Design gate_bist_311_flat, sky130hd; sources not shown.
A small window of the routed layout:
The bar under the picture is 20 um long. Window x 15 to 65, y 29 to 79 um. Cells in grey, sequential cells in the stronger grey; small squares are vias.
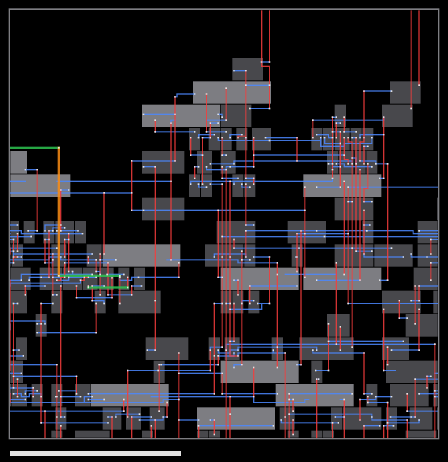
legend:
  met1:
    colour: blue
  met2:
    colour: red
  met4:
    colour: orange
  met3:
    colour: green
sequential cells in the window: 11
most frequent: nand2_1 (19), inv_1 (11), dfrtp_1 (11)
cells with their middle in the window: 101

Metal 1:
The bar under the picture is 20 um long.
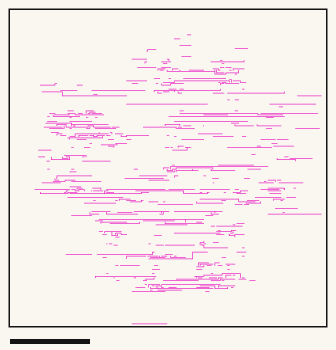
share of all routed wire: 49%
nets with wire on the layer: 197
final wirelength: 2970 um
M1 GR Usage: 12.6%

Pin placement:
The bar under the picture is 20 um long. Pins as bars across the die edge, other pins in grey.
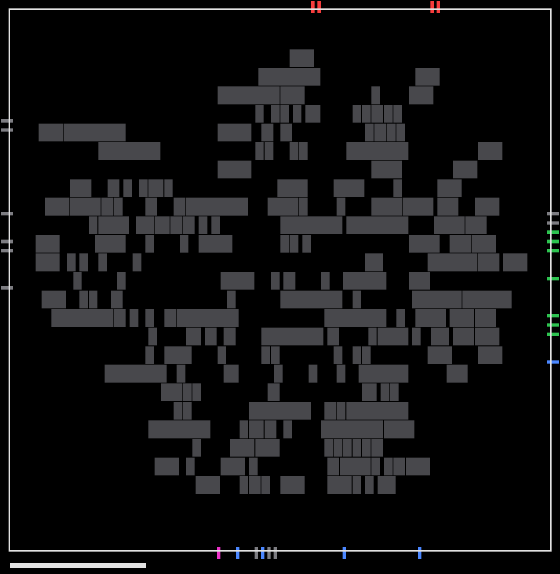
legend:
  bus_res_311:
    colour: green
    pins: 7
    direction: input
    edge: right
  bus_pass_311:
    colour: magenta
    pins: 1
    direction: output
    edge: bottom
  bus_err_cnt_311:
    colour: blue
    pins: 5
    direction: output
    edge: 4 bottom, 1 right
  bus_fail_vec_311:
    colour: red
    pins: 4
    direction: output
    edge: top
Port Buffers: 27
die width: 79.1 um
Die Ht: 79.1 um

==> impl_metrics.yaml <==
# generated from flow reports
final_layout:
  final_cells: 265
  final_cell_area_um2: 1750
  final_common_cell: "nand2_1"
  fill_cells: 558
  drive_gt1_share_pct: 10.1
final_timing:
  setup_tns_ps: 0
  fin_ws_ps: 207
  skew_ps: 5.34
  slew_viol_final: 0
logic_synthesis:
  ys_sh_aoi_pct: 9.17
  area_leaders: "dfrtp_1 34%, ha_1 12%, nand2_1 12%"
  ys_seq_share_pct: 33.7
  syn_area_um2: 1340
  topCombFamilyByArea: "simple AND/OR/NAND/NOR gates"
  synth.distinct_cells: 26
  ys_cells: 167
  netlist_instances: 167
  ys_sh_xor_pct: 5.24
  top_cell_area_share_pct: 33.7
  ys_area_um2: 1340
clock_network:
  clk_pin_slew_ps: 70
  cts_post_setup_buffers_inserted: 0
global_route:
  grt_use_total_pct: 10.1
  antenna_found_initial: 0
  first_global_vias: 1110
  overflow: 0
routing:
  drc: 0
  postRouteAntennaNets: 0
pwr:
  powerSeq_uw: 220
  p_comb_uw: 865
  p_leak_nw: 0.844
  p_sw_share_pct: 48.3
  power_leader: "combinational cells"
setup_path:
  reg2reg_depth: 17
  start_kind: "input port"
run:
  tool_warnings: 31
status:
  status: "complete, no violations"
placed_design:
  hpwl_um: 2420
  gp_routability_congestion: 0.760
min_path:
  hold_class: "reg2reg"
through the flow:
| stage | hold slack [ps] | total power, mW |
|---|---|---|
| final | 501 | 1.20 |
| after global routing | 524 | 1.35 |
| after CTS | 509 | 1.22 |
| after detailed placement | 488 | 1.10 |
| after global placement | 486 | 1.10 |
| after floorplan | 481 | 0.835 |
cell usage after synthesis:
cell type,instances
nand2_1,43
inv_1,20
dfrtp_1,18
nor2_1,16
ha_1,13
nand3_1,12
o21ai_0,7
xnor2_1,5
fa_1,4
inv_2,4
nand2_2,3
o21ai_1,3
xor2_1,3
a21oi_1,2
o21ai_2,2
o22ai_1,2
buf_2,1
buf_4,1
nand3_4,1
nand3b_1,1
nand4_1,1
nor2_4,1
o211ai_1,1
o211ai_2,1
o31ai_2,1
or2_2,1
metal layers:
layer | GRT usage [%] | share of wire (%) | wire length (um)
met1 | 12.6 | 49 | 1450
met2 | 17.4 | 47 | 1400
met3 | 1.81 | 3.6 | 107
met4 | 3.09 | 0.47 | 14
met5 | 0 | 0 | 0
final cells by class:
| type | instances | share of cell area [%] |
|---|---|---|
| inverter | 24 | 5.15 |
| timing repair buffer | 29 | 16.3 |
| clock buffer | 4 | 3.15 |
| sequential | 18 | 25.8 |
| tap | 67 | 4.79 |
| multi-input combinational | 123 | 44.8 |
critical path, stage by stage:
cell and delay [ps]:
clkdlybuf4s50_1 410, xnor2_1 130, ha_1 320, fa_1 510
fa_1 500, ha_1 220, fa_1 370, xnor2_1 220
inv_1 90, ha_1 340, a21oi_1 190, nand2_1 70
nand2_1 50, nand2_1 80, nand3_1 80, nand2_1 50
Power figures rest on the tool's default switching activity, not on a simulated workload.
